### src/rtl/uart_mmr_pkg.sv
// Shared constants and types for the memory-mapped UART: clocking, register map,
// STATUS bit positions and the TX/RX state encodings.
package uart_mmr_pkg;

  localparam int unsigned CLK_FREQ          = 50_000_000;
  localparam int unsigned UART_BAUD         = 115_200;
  localparam int unsigned UART_CLKS_PER_BIT = CLK_FREQ / UART_BAUD;

  // Absolute addresses of the registers inside the UART window
  typedef enum logic [31:0] {
    UART_MMR_ADDR_TXDATA = 32'h1000_0000,
    UART_MMR_ADDR_RXDATA = 32'h1000_0004,
    UART_MMR_ADDR_STATUS = 32'h1000_0008
  } uart_mmr_addr_e;

  localparam logic [7:0] UART_OFS_TXDATA = 8'h00;
  localparam logic [7:0] UART_OFS_RXDATA = 8'h04;
  localparam logic [7:0] UART_OFS_STATUS = 8'h08;

  localparam int STAT_TX_FULL   = 0;
  localparam int STAT_TX_EMPTY  = 1;
  localparam int STAT_RX_VALID  = 2;
  localparam int STAT_OVERRUN   = 3;
  localparam int STAT_FRAME_ERR = 4;

  typedef enum logic [1:0] {TX_IDLE, TX_START, TX_DATA, TX_STOP} uart_tx_state_t;
  typedef enum logic [1:0] {RX_IDLE, RX_START, RX_DATA, RX_STOP} uart_rx_state_t;

endpackage

### src/rtl/uart_fifo.sv
// Circular-buffer FIFO with one extra pointer bit to tell full from empty.
// A pop and a push in the same cycle on a full FIFO both succeed.
module uart_fifo
  import uart_mmr_pkg::*;
#(
  parameter int WIDTH = 8,
  parameter int DEPTH = 4
) (
  input  logic             clk,
  input  logic             rst,
  input  logic             push_i,
  input  logic             pop_i,
  input  logic [WIDTH-1:0] din_i,
  output logic [WIDTH-1:0] dout_o,
  output logic             full_o,
  output logic             empty_o
);

  localparam int AW = $clog2(DEPTH);

  logic [AW:0]      wr_ptr_q, rd_ptr_q;
  logic [WIDTH-1:0] mem_q [DEPTH];
  logic             do_push, do_pop;

  assign empty_o = (wr_ptr_q == rd_ptr_q);
  assign full_o  = (wr_ptr_q[AW] != rd_ptr_q[AW]) &&
                   (wr_ptr_q[AW-1:0] == rd_ptr_q[AW-1:0]);
  assign dout_o  = mem_q[rd_ptr_q[AW-1:0]];

  assign do_pop  = pop_i && !empty_o;
  assign do_push = push_i && (!full_o || do_pop);

  always_ff @(posedge clk) begin
    if (rst) begin
      wr_ptr_q <= '0;
      rd_ptr_q <= '0;
    end else begin
      if (do_push) wr_ptr_q <= wr_ptr_q + (AW+1)'(1);
      if (do_pop)  rd_ptr_q <= rd_ptr_q + (AW+1)'(1);
    end
  end

  always_ff @(posedge clk) begin
    if (do_push) mem_q[wr_ptr_q[AW-1:0]] <= din_i;
  end

endmodule

### src/rtl/uart_mmr.sv
// Memory-mapped 8N1 UART: single-cycle bus responder, TX serialiser and RX
// deserialiser, each backed by a small FIFO.
module uart_mmr
  import uart_mmr_pkg::*;
#(
  parameter int CLKS_PER_BIT = UART_CLKS_PER_BIT,
  parameter int FIFO_DEPTH   = 4
) (
  input  logic        clk,
  input  logic        rst,
  input  logic        req_i,
  input  logic        we_i,
  input  logic [31:0] addr_i,
  input  logic [31:0] wdata_i,
  input  logic [3:0]  be_i,
  output logic        rsp_o,
  output logic [31:0] rdata_o,
  output logic        uart_tx_o,
  input  logic        uart_rx_i,
  output logic        irq_o
);

  localparam int             CW        = $clog2(CLKS_PER_BIT);
  localparam logic [CW-1:0]  BIT_LAST  = CW'(CLKS_PER_BIT - 1);
  localparam logic [CW-1:0]  HALF_LAST = CW'(CLKS_PER_BIT / 2 - 1);

  logic unused_bus;
  assign unused_bus = ^{addr_i[31:8], wdata_i[31:8], be_i[3:1]};

  // Bus decode
  logic [7:0] ofs;
  logic       bus_rd, bus_wr, stat_rd;
  logic       tx_push, tx_pop, rx_push, rx_pop;
  logic       tx_full, tx_fifo_empty, tx_empty, rx_full, rx_empty;
  logic [7:0] tx_dout, rx_dout;

  assign ofs     = addr_i[7:0];
  assign bus_rd  = req_i && !we_i;
  assign bus_wr  = req_i && we_i;
  assign stat_rd = bus_rd && (ofs == UART_OFS_STATUS);
  assign tx_push = bus_wr && (ofs == UART_OFS_TXDATA) && be_i[0] && !tx_full;
  assign rx_pop  = bus_rd && (ofs == UART_OFS_RXDATA) && !rx_empty;

  // TX path
  uart_tx_state_t tx_st_q;
  logic [CW-1:0]  tx_cnt_q;
  logic [2:0]     tx_bit_q;
  logic [7:0]     tx_sh_q;
  logic           tx_q;

  uart_fifo #(.WIDTH(8), .DEPTH(FIFO_DEPTH)) u_tx_fifo (
    .clk     (clk),
    .rst     (rst),
    .push_i  (tx_push),
    .pop_i   (tx_pop),
    .din_i   (wdata_i[7:0]),
    .dout_o  (tx_dout),
    .full_o  (tx_full),
    .empty_o (tx_fifo_empty)
  );

  // A new frame starts from IDLE or straight out of the last stop-bit cycle
  assign tx_pop   = ((tx_st_q == TX_IDLE) ||
                     (tx_st_q == TX_STOP && tx_cnt_q == BIT_LAST)) && !tx_fifo_empty;
  assign tx_empty = tx_fifo_empty && (tx_st_q == TX_IDLE);

  always_ff @(posedge clk) begin
    if (rst) begin
      tx_st_q  <= TX_IDLE;
      tx_cnt_q <= '0;
      tx_bit_q <= '0;
      tx_sh_q  <= '0;
      tx_q     <= 1'b1;
    end else begin
      case (tx_st_q)
        TX_IDLE: if (tx_pop) begin
          tx_st_q  <= TX_START;
          tx_sh_q  <= tx_dout;
          tx_cnt_q <= '0;
          tx_q     <= 1'b0;
        end
        TX_START: if (tx_cnt_q == BIT_LAST) begin
          tx_st_q  <= TX_DATA;
          tx_cnt_q <= '0;
          tx_bit_q <= '0;
          tx_q     <= tx_sh_q[0];
        end else begin
          tx_cnt_q <= tx_cnt_q + CW'(1);
        end
        TX_DATA: if (tx_cnt_q == BIT_LAST) begin
          tx_cnt_q <= '0;
          if (tx_bit_q == 3'd7) begin
            tx_st_q <= TX_STOP;
            tx_q    <= 1'b1;
          end else begin
            tx_bit_q <= tx_bit_q + 3'd1;
            tx_sh_q  <= {1'b0, tx_sh_q[7:1]};
            tx_q     <= tx_sh_q[1];
          end
        end else begin
          tx_cnt_q <= tx_cnt_q + CW'(1);
        end
        TX_STOP: if (tx_cnt_q == BIT_LAST) begin
          tx_cnt_q <= '0;
          if (tx_pop) begin
            tx_st_q <= TX_START;
            tx_sh_q <= tx_dout;
            tx_q    <= 1'b0;
          end else begin
            tx_st_q <= TX_IDLE;
          end
        end else begin
          tx_cnt_q <= tx_cnt_q + CW'(1);
        end
        default: tx_st_q <= TX_IDLE;
      endcase
    end
  end

  // RX path: synchroniser plus one more flop for edge detection
  uart_rx_state_t rx_st_q;
  logic [CW-1:0]  rx_cnt_q;
  logic [2:0]     rx_bit_q;
  logic [7:0]     rx_sh_q;
  logic           rx_s1_q, rx_s2_q, rx_prev_q;
  logic           rx_fall, rx_stop_smp, fe_set, ovr_set;

  always_ff @(posedge clk) begin
    if (rst) begin
      rx_s1_q   <= 1'b1;
      rx_s2_q   <= 1'b1;
      rx_prev_q <= 1'b1;
    end else begin
      rx_s1_q   <= uart_rx_i;
      rx_s2_q   <= rx_s1_q;
      rx_prev_q <= rx_s2_q;
    end
  end

  assign rx_fall     = rx_prev_q && !rx_s2_q;
  assign rx_stop_smp = (rx_st_q == RX_STOP) && (rx_cnt_q == BIT_LAST);
  assign rx_push     = rx_stop_smp && rx_s2_q;
  assign fe_set      = rx_stop_smp && !rx_s2_q;
  assign ovr_set     = rx_push && rx_full && !rx_pop;

  uart_fifo #(.WIDTH(8), .DEPTH(FIFO_DEPTH)) u_rx_fifo (
    .clk     (clk),
    .rst     (rst),
    .push_i  (rx_push),
    .pop_i   (rx_pop),
    .din_i   (rx_sh_q),
    .dout_o  (rx_dout),
    .full_o  (rx_full),
    .empty_o (rx_empty)
  );

  always_ff @(posedge clk) begin
    if (rst) begin
      rx_st_q  <= RX_IDLE;
      rx_cnt_q <= '0;
      rx_bit_q <= '0;
      rx_sh_q  <= '0;
    end else begin
      case (rx_st_q)
        RX_IDLE: if (rx_fall) begin
          rx_st_q  <= RX_START;
          rx_cnt_q <= '0;
        end
        RX_START: if (rx_cnt_q == HALF_LAST) begin
          rx_cnt_q <= '0;
          rx_bit_q <= '0;
          rx_st_q  <= rx_s2_q ? RX_IDLE : RX_DATA;
        end else begin
          rx_cnt_q <= rx_cnt_q + CW'(1);
        end
        RX_DATA: if (rx_cnt_q == BIT_LAST) begin
          rx_cnt_q <= '0;
          rx_sh_q  <= {rx_s2_q, rx_sh_q[7:1]};
          if (rx_bit_q == 3'd7) rx_st_q <= RX_STOP;
          else                  rx_bit_q <= rx_bit_q + 3'd1;
        end else begin
          rx_cnt_q <= rx_cnt_q + CW'(1);
        end
        // Back to IDLE right at the stop sample so the next start edge is caught early
        RX_STOP: if (rx_stop_smp) begin
          rx_cnt_q <= '0;
          rx_st_q  <= RX_IDLE;
        end else begin
          rx_cnt_q <= rx_cnt_q + CW'(1);
        end
        default: rx_st_q <= RX_IDLE;
      endcase
    end
  end

  // Register file and response
  logic        rsp_q, irq_q, overrun_q, frame_err_q;
  logic        overrun_d, frame_err_d;
  logic [31:0] rdata_q, rdata_d;

  always_comb begin
    rdata_d = '0;
    if (bus_rd) begin
      case (ofs)
        UART_OFS_TXDATA: rdata_d[31] = tx_full;
        UART_OFS_RXDATA: rdata_d = rx_empty ? 32'h8000_0000 : {24'b0, rx_dout};
        UART_OFS_STATUS: begin
          rdata_d[STAT_TX_FULL]   = tx_full;
          rdata_d[STAT_TX_EMPTY]  = tx_empty;
          rdata_d[STAT_RX_VALID]  = !rx_empty;
          rdata_d[STAT_OVERRUN]   = overrun_q;
          rdata_d[STAT_FRAME_ERR] = frame_err_q;
        end
        default: rdata_d = '0;
      endcase
    end
  end

  // Read-to-clear, but a new event in the same cycle survives the clear
  assign overrun_d   = (overrun_q && !stat_rd) || ovr_set;
  assign frame_err_d = (frame_err_q && !stat_rd) || fe_set;

  always_ff @(posedge clk) begin
    if (rst) begin
      rsp_q       <= 1'b0;
      rdata_q     <= '0;
      irq_q       <= 1'b0;
      overrun_q   <= 1'b0;
      frame_err_q <= 1'b0;
    end else begin
      rsp_q       <= req_i;
      rdata_q     <= rdata_d;
      irq_q       <= !rx_empty;
      overrun_q   <= overrun_d;
      frame_err_q <= frame_err_d;
    end
  end

  assign rsp_o     = rsp_q;
  assign rdata_o   = rdata_q;
  assign irq_o     = irq_q;
  assign uart_tx_o = tx_q;

endmodule

### config.mk
export PLATFORM = sky130hd
export DESIGN_NAME = uart_mmr
export DESIGN_NICKNAME = d
export VERILOG_FILES = /design/src/rtl/uart_mmr_pkg.sv /design/src/rtl/uart_fifo.sv /design/src/rtl/uart_mmr.sv
export SDC_FILE = /design/constraint.sdc
export NUM_CORES = 1
export LEC_CHECK = 0
export CAP_MARGIN = 10
export CORE_ASPECT_RATIO = 1.25
export CORE_MARGIN = 5
export CORE_UTILIZATION = 50
export DETAILED_ROUTE_END_ITERATION = 8
export HOLD_SLACK_MARGIN = 0.06
export PLACE_DENSITY = 0.76
export SYNTH_ARGS = -nofsm -noshare
export SYNTH_HDL_FRONTEND = slang
export SYNTH_SLANG_ARGS = --single-unit
### constraint.sdc
create_clock -name clk -period 4.2 [get_ports clk]
set_clock_uncertainty 0.1 [all_clocks]
set_input_delay 1.26 -clock clk [delete_from_list [all_inputs] [get_ports clk]]
set_output_delay 1.26 -clock clk [all_outputs]
set_load 0.1 [all_outputs]
**Run 1: local utilization**

The bar under the picture is 20 um long. 11 x 14 tiles, from white (low) to dark blue (high), 0 to 100% covered.
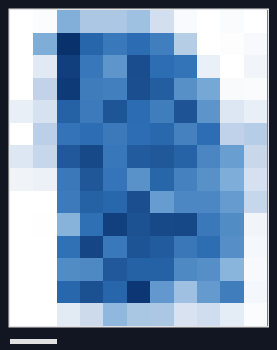
mean over tiles: 47%
nearly empty tiles: 15%
emptiest ninth of the die: north-east
fullest tile: 100%
tiles over 75% full: 27%
densest ninth of the die: centre
Final Util: 57.9%
core area: 12500 um^2
Initial Utilization: 50.3%

**Run 1: cell placement**

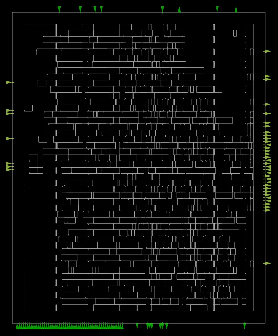
Fill cells: 1041
Seq area share: 47.7%

**Run 1: nets reached from selected ports**

The bar under the picture is 20 um long.
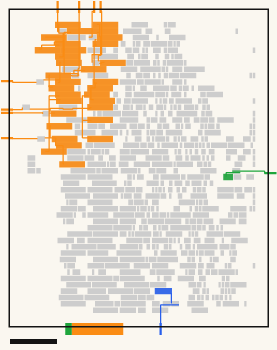
[be_i] green | direction: input | end cells: 1 | buffers: 1 | wire: 23.0 um
[wdata_i] orange | direction: input | end cells: 32 | buffers: 8 | wire: 397 um
[irq_o] blue | direction: output | end cells: 1 | buffers: 1 | wire: 20.9 um
Port Buf Inserts: 33
I/O Pins: 108

==> run summary, run 1 <==
First DRT Iteration DRCs -> 241
Static Leak -> 2.54 nW
Worst path arrival time -> 3.30 ns
Clk root buf -> clkbuf_16
Worst IR Drop VDD -> 0.264 mV
H-tree depth -> 4
CP startpoint kind -> input port
CTS tree -> built
Count of endpoints failing setup in the final report -> 0
# hold bufs at CTS -> 0
Final wirelength -> 11900 um
Total number of vias -> 4142
Top logic family -> simple AND/OR/NAND/NOR gates
Chip Area, Yosys -> 6310 um^2
Top cell area share -> 30.5%
Status -> finished clean
Met2 Use GR -> 28.2%
Area leader, netlist -> edfxtp_1
Post-synth EDFFs -> 64
GRT Residual Overflow -> 0
N_diodes -> 0
Clk sink count -> 141
Area grow syn2layout -> 15.2%
Vias per Instance -> 5.48
Post-route non-filler standard cell count -> 756
Most numerous logic cells after layout -> 77 x dfxtp_1, 64 x edfxtp_1, 48 x nor2_1
GRT busiest layer -> met2
Buffers plus inverters on the worst setup path -> 3
GPL Wtd Cong -> 0.752
Log Warnings -> 90
Simple-Gate Area Share -> 15.0%
Met1 global-route usage -> 20.4%
Worst-path maximum fanout -> 8
Post-synth seq share -> 54.9%
DRC viols -> 0
run 1: where the power goes:
group	leakage [nW]	internal (mW)	switching, mW	total [mW]
sequential	1.21	1.49	0.0636	1.55
clock	0.279	0.886	0.599	1.49
combinational	1.06	0.211	0.391	0.602
run 1: final timing paths:
check | start | to | slack (ns) | cells past startpoint
max | addr_i[4] | u_rx_fifo.mem_q[3][4] | 0.87 | 6
min | rx_s1_q | rx_s2_q | 0.31 | 1
max reg2reg | tx_st_q[0] | tx_sh_q[0] | 1.62 | 6
min reg2reg | rx_s1_q | rx_s2_q | 0.31 | 1
run 1: Yosys cell counts (2+ instances only):
cell / count
nor3b_1: 3
a211oi_1: 5
xnor2_1: 7
a221oi_1: 7
nor4_1: 3
and2_1: 16
or2_2: 3
a31oi_1: 5
a21oi_1: 31
nand2_1: 34
and3_1: 3
nor4_2: 2
a41oi_1: 3
nand2b_1: 3
nand4_1: 4
nor2_1: 48
a21o_1: 2
nor4bb_1: 2
dfxtp_1: 77
edfxtp_1: 64
clkbuf_1: 19
ha_1: 24
and4_1: 2
a311oi_1: 10
or3_1: 5
nor2b_1: 5
nand3_1: 20
xor2_1: 8
mux4_2: 16
mux2i_1: 15
buf_4: 23
nor3_1: 6
nand3b_1: 8
o21ai_0: 10
inv_1: 23
buf_2: 4
and4b_1: 2
run 1: worst reg2reg max path, stage by stage, from the launching register on:
cell and delay, ns:
dfxtp_1 0.38, inv_1 0.11, ha_1 0.41, inv_1 0.32, nand4_1 0.56, a221oi_1 0.46, a311oi_1 0.08
run 1: layout make-up:
cell class                      instances  area [um^2]  area share, %
Multi-Input combinational cell        355         2560           35.3
Inverter                               23         86.3           1.19
Sequential cell                       141         3460           47.7
Tap cell                              168          210           2.89
Clock buffer                           18          429           5.91
Clock inverter                         14          158           2.17
Timing Repair Buffer                   37          355           4.89
==> run 2: changes to the inputs <==
==> constraint.sdc (replaced) <==
create_clock -name clk -period 3.2 [get_ports clk]
set_clock_uncertainty 0.1 [all_clocks]
set_input_delay 0.96 -clock clk [delete_from_list [all_inputs] [get_ports clk]]
set_output_delay 0.96 -clock clk [all_outputs]
set_load 0.1 [all_outputs]
==> run 2 against run 1 <==
  * Hold slack better by 0.0021 ns
  * Die size stayed put
  * Global-route usage is 0.74 points higher
  * Critical path type unchanged
  * Sequential share of layout area is 1.2 points lower
  * Synthesized area stayed put
  * Largest power group unchanged
==> run summary, run 2 <==
Worst IR Drop VDD -> 0.356 mV (+35%)
First-pass iteration count of the detailed router -> 5
First-pass GRT wire length -> 20700 um
R2r setup slk -> 0.44 ns (-1.18 ns)
Chip Area, Yosys -> 6310 um^2 (unchanged)
Total number of vias -> 4317 (+4.2%)
N_diodes -> 0 (unchanged)
Count of endpoints failing setup in the final report -> 0 (unchanged)
Fill cells -> 1042 (+0.096%)
Clk root buf -> clkbuf_16
Static Leak -> 2.66 nW (+4.6%)
Vias per Instance -> 5.58 (+1.9%)
Clk sink count -> 141 (unchanged)
Final wirelength -> 12600 um (+5.7%)
Area leader, netlist -> edfxtp_1
Area grow syn2layout -> 18.2%
GPL Wtd Cong -> 0.836 (+11%)
Port Buf Inserts -> 33 (unchanged)
Post-synth seq share -> 54.9% (unchanged)
Post-synth EDFFs -> 64 (unchanged)
Top cell area share -> 30.5% (unchanged)
CP startpoint kind -> input port
# hold bufs at CTS -> 0 (unchanged)
Initial Utilization -> 50.3% (unchanged)
GRT Residual Overflow -> 0 (unchanged)
DRC viols -> 0 (unchanged)
H-tree depth -> 4 (unchanged)
Simple-Gate Area Share -> 15.0% (unchanged)
First DRT Iteration DRCs -> 289 (+20%)
CTS tree -> built
Top logic family -> simple AND/OR/NAND/NOR gates
Final WS setup -> 0.226 ns
Yosys top cell by instances -> dfxtp_1
Status -> finished clean
run 2: where the power goes:
part	switching [mW]	internal [mW]
Sequential	0.0885	1.95
Clock	0.779	1.08
Combinational	0.538	0.294
Total	1.41	3.33
run 2: cell families (layout without fill, tap and decap cells):
family,count (synthesis),in the layout
simple gates,176,176
flops,141,141
compound gates,86,86
buf+inv,70,109
mux,31,31
fa+ha+maj,24,24
xor+xnor,15,15
other cells,1,23
run 2: worst paths after layout:
path,from,end,depth (start not counted)
worst max-delay path,addr_i[4],u_tx_fifo.mem_q[0][2],7
worst min-delay path,rx_s1_q,rx_s2_q,1
worst max register to register,tx_st_q[0],tx_sh_q[4],6
worst min register to register,rx_s1_q,rx_s2_q,1
run 2: cell type report:
| cell class | instances | area [um^2] | area share [%] |
|---|---|---|---|
| well taps | 168 | 210 | 2.82 |
| clock buffers | 17 | 425 | 5.71 |
| clock inverters | 15 | 138 | 1.85 |
| flip-flops and latches | 141 | 3460 | 46.5 |
| inverters | 23 | 86.3 | 1.16 |
| multi-input cells | 355 | 2560 | 34.4 |
| repair buffers | 54 | 566 | 7.59 |
run 2: metal layers:
layer,global-route usage [%],vias up
met1,20.3,2098
li1,-,2047
met2,30.2,148
met3,4.33,24
met4,6.43,0
met5,0,-
run 2: metrics by stage:
stage	util, %	hold slack, ns
finish	59.4	0.314
global route	59.4	0.358
CTS	59.4	0.317
detailed placement	54.9	0.299
global placement	54.9	0.303
floorplan	-	0.289
run 2: critical path, stage by stage:
cell             delay, ns
clkdlybuf4s50_1       0.40
or4b_4                0.57
buf_4                 0.17
nor4_2                0.38
buf_4                 0.20
and2_1                0.17
buf_12                0.15
**Run 2: nets reached from selected ports**

The bar under the picture is 20 um long.
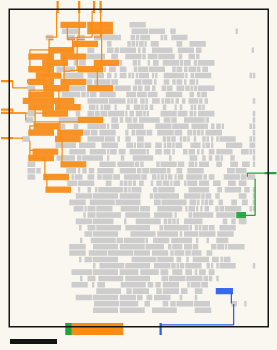
[be_i] green | direction: input | end cells: 1 | buffers: 1 | wire: 32.5 um
[wdata_i] orange | direction: input | end cells: 32 | buffers: 8 | wire: 385 um
[irq_o] blue | direction: output | end cells: 1 | buffers: 1 | wire: 45.2 um

**Run 2: local utilization**

The bar under the picture is 20 um long. 11 x 14 tiles, from white (low) to dark blue (high), 0 to 100% covered.
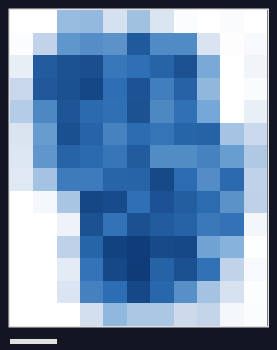
mean over tiles: 48%
nearly empty tiles: 16%
emptiest ninth of the die: south-west
tiles over 75% full: 31%
fullest tile: 95%
Final Util: 59.4%

==> run 3: changes to the inputs <==
--- a/config.mk
+++ b/config.mk
@@ -8,10 +8,10 @@
 export CAP_MARGIN = 10
 export CORE_ASPECT_RATIO = 1.25
 export CORE_MARGIN = 5
-export CORE_UTILIZATION = 50
+export CORE_UTILIZATION = 53
 export DETAILED_ROUTE_END_ITERATION = 8
 export HOLD_SLACK_MARGIN = 0.06
-export PLACE_DENSITY = 0.76
+export PLACE_DENSITY = 0.8
 export SYNTH_ARGS = -nofsm -noshare
 export SYNTH_HDL_FRONTEND = slang
 export SYNTH_SLANG_ARGS = --single-unit
==> run 3 against run 2 <==
  * Sequential share of layout area decreased by 0.070 points
  * Total power increased by 1.7%
  * First-iteration DRC count decreased by 17%
  * Non-clock buffer count unchanged
  * Die size decreased by 5.2%
  * Sequential power about the same
  * Worst setup slack got worse by 0.012 ns
  * Register-to-register slack improved by 0.22 ns
  * Count of clock-buffer cells in the layout increased by 4
  * Clock power increased by 5%
  * Critical path type unchanged
  * Largest power group unchanged
==> run summary, run 3 <==
Post-synth seq share -> 54.9% (unchanged)
Port Buf Inserts -> 33 (unchanged)
Crit. Startpoint -> addr_i[4]
Worst reg2reg path depth -> 6 (unchanged)
H-tree depth -> 4 (unchanged)
First DRT Iteration DRCs -> 240 (-17%)
Met3 Resource Use GR -> 4.36% (+0.026 points)
First-pass iteration count of the detailed router -> 5 (unchanged)
Final wirelength -> 12300 um (-2.3%)
Top delay family on crit path -> simple AND/OR/NAND/NOR gates
R2R Path End -> tx_sh_q[1]
Area grow syn2layout -> 18.3%
Post-synth EDFFs -> 64 (unchanged)
N_diodes -> 0 (unchanged)
Status -> finished clean
Top cell area share -> 30.5% (unchanged)
Clk sink count -> 141 (unchanged)
Slowest stage delay, CP -> 0.58 ns (about the same)
Chip Area, Yosys -> 6310 um^2 (unchanged)
Count of endpoints failing setup in the final report -> 0 (unchanged)
Cell at the slowest stage of the critical path -> or4b_4
Vias per Instance -> 5.49 (-1.6%)
GPL Wtd Cong -> 0.805 (-3.6%)
run 3: cell types whose count changed in the layout (fill, tap and decap cells not counted), sizes merged:
cell / delta
bufinv: +2
clkinv: +3
clkinvlp: -3
inv: -6
clkbuf: +4
run 3: worst min-delay path by stage:
stage / slack (ns) / end / cells after the start / start
after floorplan: 0.29 / rx_s2_q / 1 / rx_s1_q
after global placement: 0.30 / rx_s2_q / 1 / rx_s1_q
after detailed placement: 0.31 / rx_s2_q / 1 / rx_s1_q
after CTS: 0.32 / rx_s2_q / 1 / rx_s1_q
after global routing: 0.32 / rx_s2_q / 1 / rx_s1_q
final: 0.32 / rx_s2_q / 1 / rx_s1_q
run 3: power breakdown:
group	total, mW	internal [mW]	switching [mW]
Clock	1.96	1.24	0.717
Combinational	0.814	0.293	0.521
Sequential	2.04	1.96	0.0847
Total	4.81	3.49	1.32
run 3: metal layers:
metal	wire [um]	up-vias	part of all wire, %
met5	0	-	0
met3	606	15	4.9
met4	184	0	1.5
li1	-	2043	-
met1	5330	2043	43
met2	6170	108	50
run 3: cell families after synthesis:
kind of cell               after synthesis  share of synthesized area [%]
and+or+nand+nor                        176                           15.0
muxes                                   31                           8.09
xor gates and xnor gates                15                           2.08
other                                    1                         0.0595
adders and majority gates               24                           4.76
DFF                                    141                           54.9
AOI/OAI and AO/OA                       86                           9.36
buffers and inverters                   70                           5.73
run 3: layout make-up:
class | instances | area (um^2)
multi-input combinational | 355 | 2560
inverter | 23 | 86.3
timing repair buffer | 54 | 553
fill | 823 | 4150
sequential | 141 | 3460
clock inverter | 11 | 145
tap | 161 | 201
clock buffer | 21 | 450
run 3: per-stage QoR:
stage,util [%],std cells
2_1_floorplan,-,566
3_3_place_gp,59.1,734
3_5_place_dp,59.1,734
4_1_cts,64.3,766
5_1_grt,64.3,766
6_report,64.3,766
**Run 3: floorplan with the power grid**

The bar under the picture is 20 um long. Pins as bars on the die edge. Tap cells in grey.
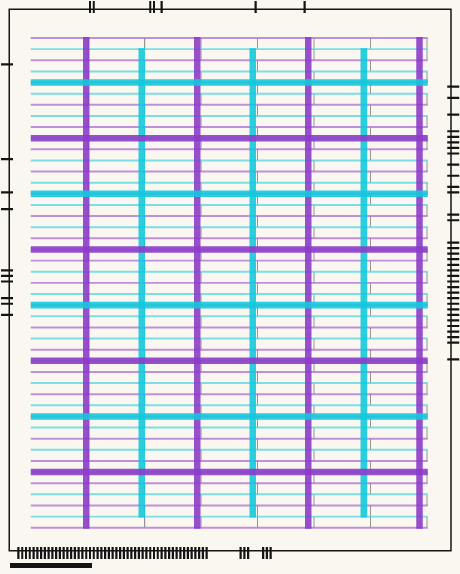
[VSS] purple
[VDD] cyan
rows: 44
tap cells: 161
core area: 11600 um^2
Die Width: 108 um
die y size: 132 um

**Run 3: local utilization**

The bar under the picture is 20 um long. 11 x 13 tiles, from white (low) to dark blue (high), 0 to 100% covered.
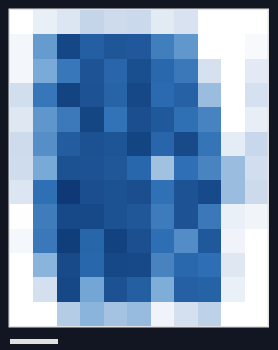
fullest tile: 96%
nearly empty tiles: 13%
emptiest ninth of the die: north-east
densest ninth of the die: centre
Initial Utilization: 54.3%
Final Util: 64.3%

Power and IR drop assume default switching activity.
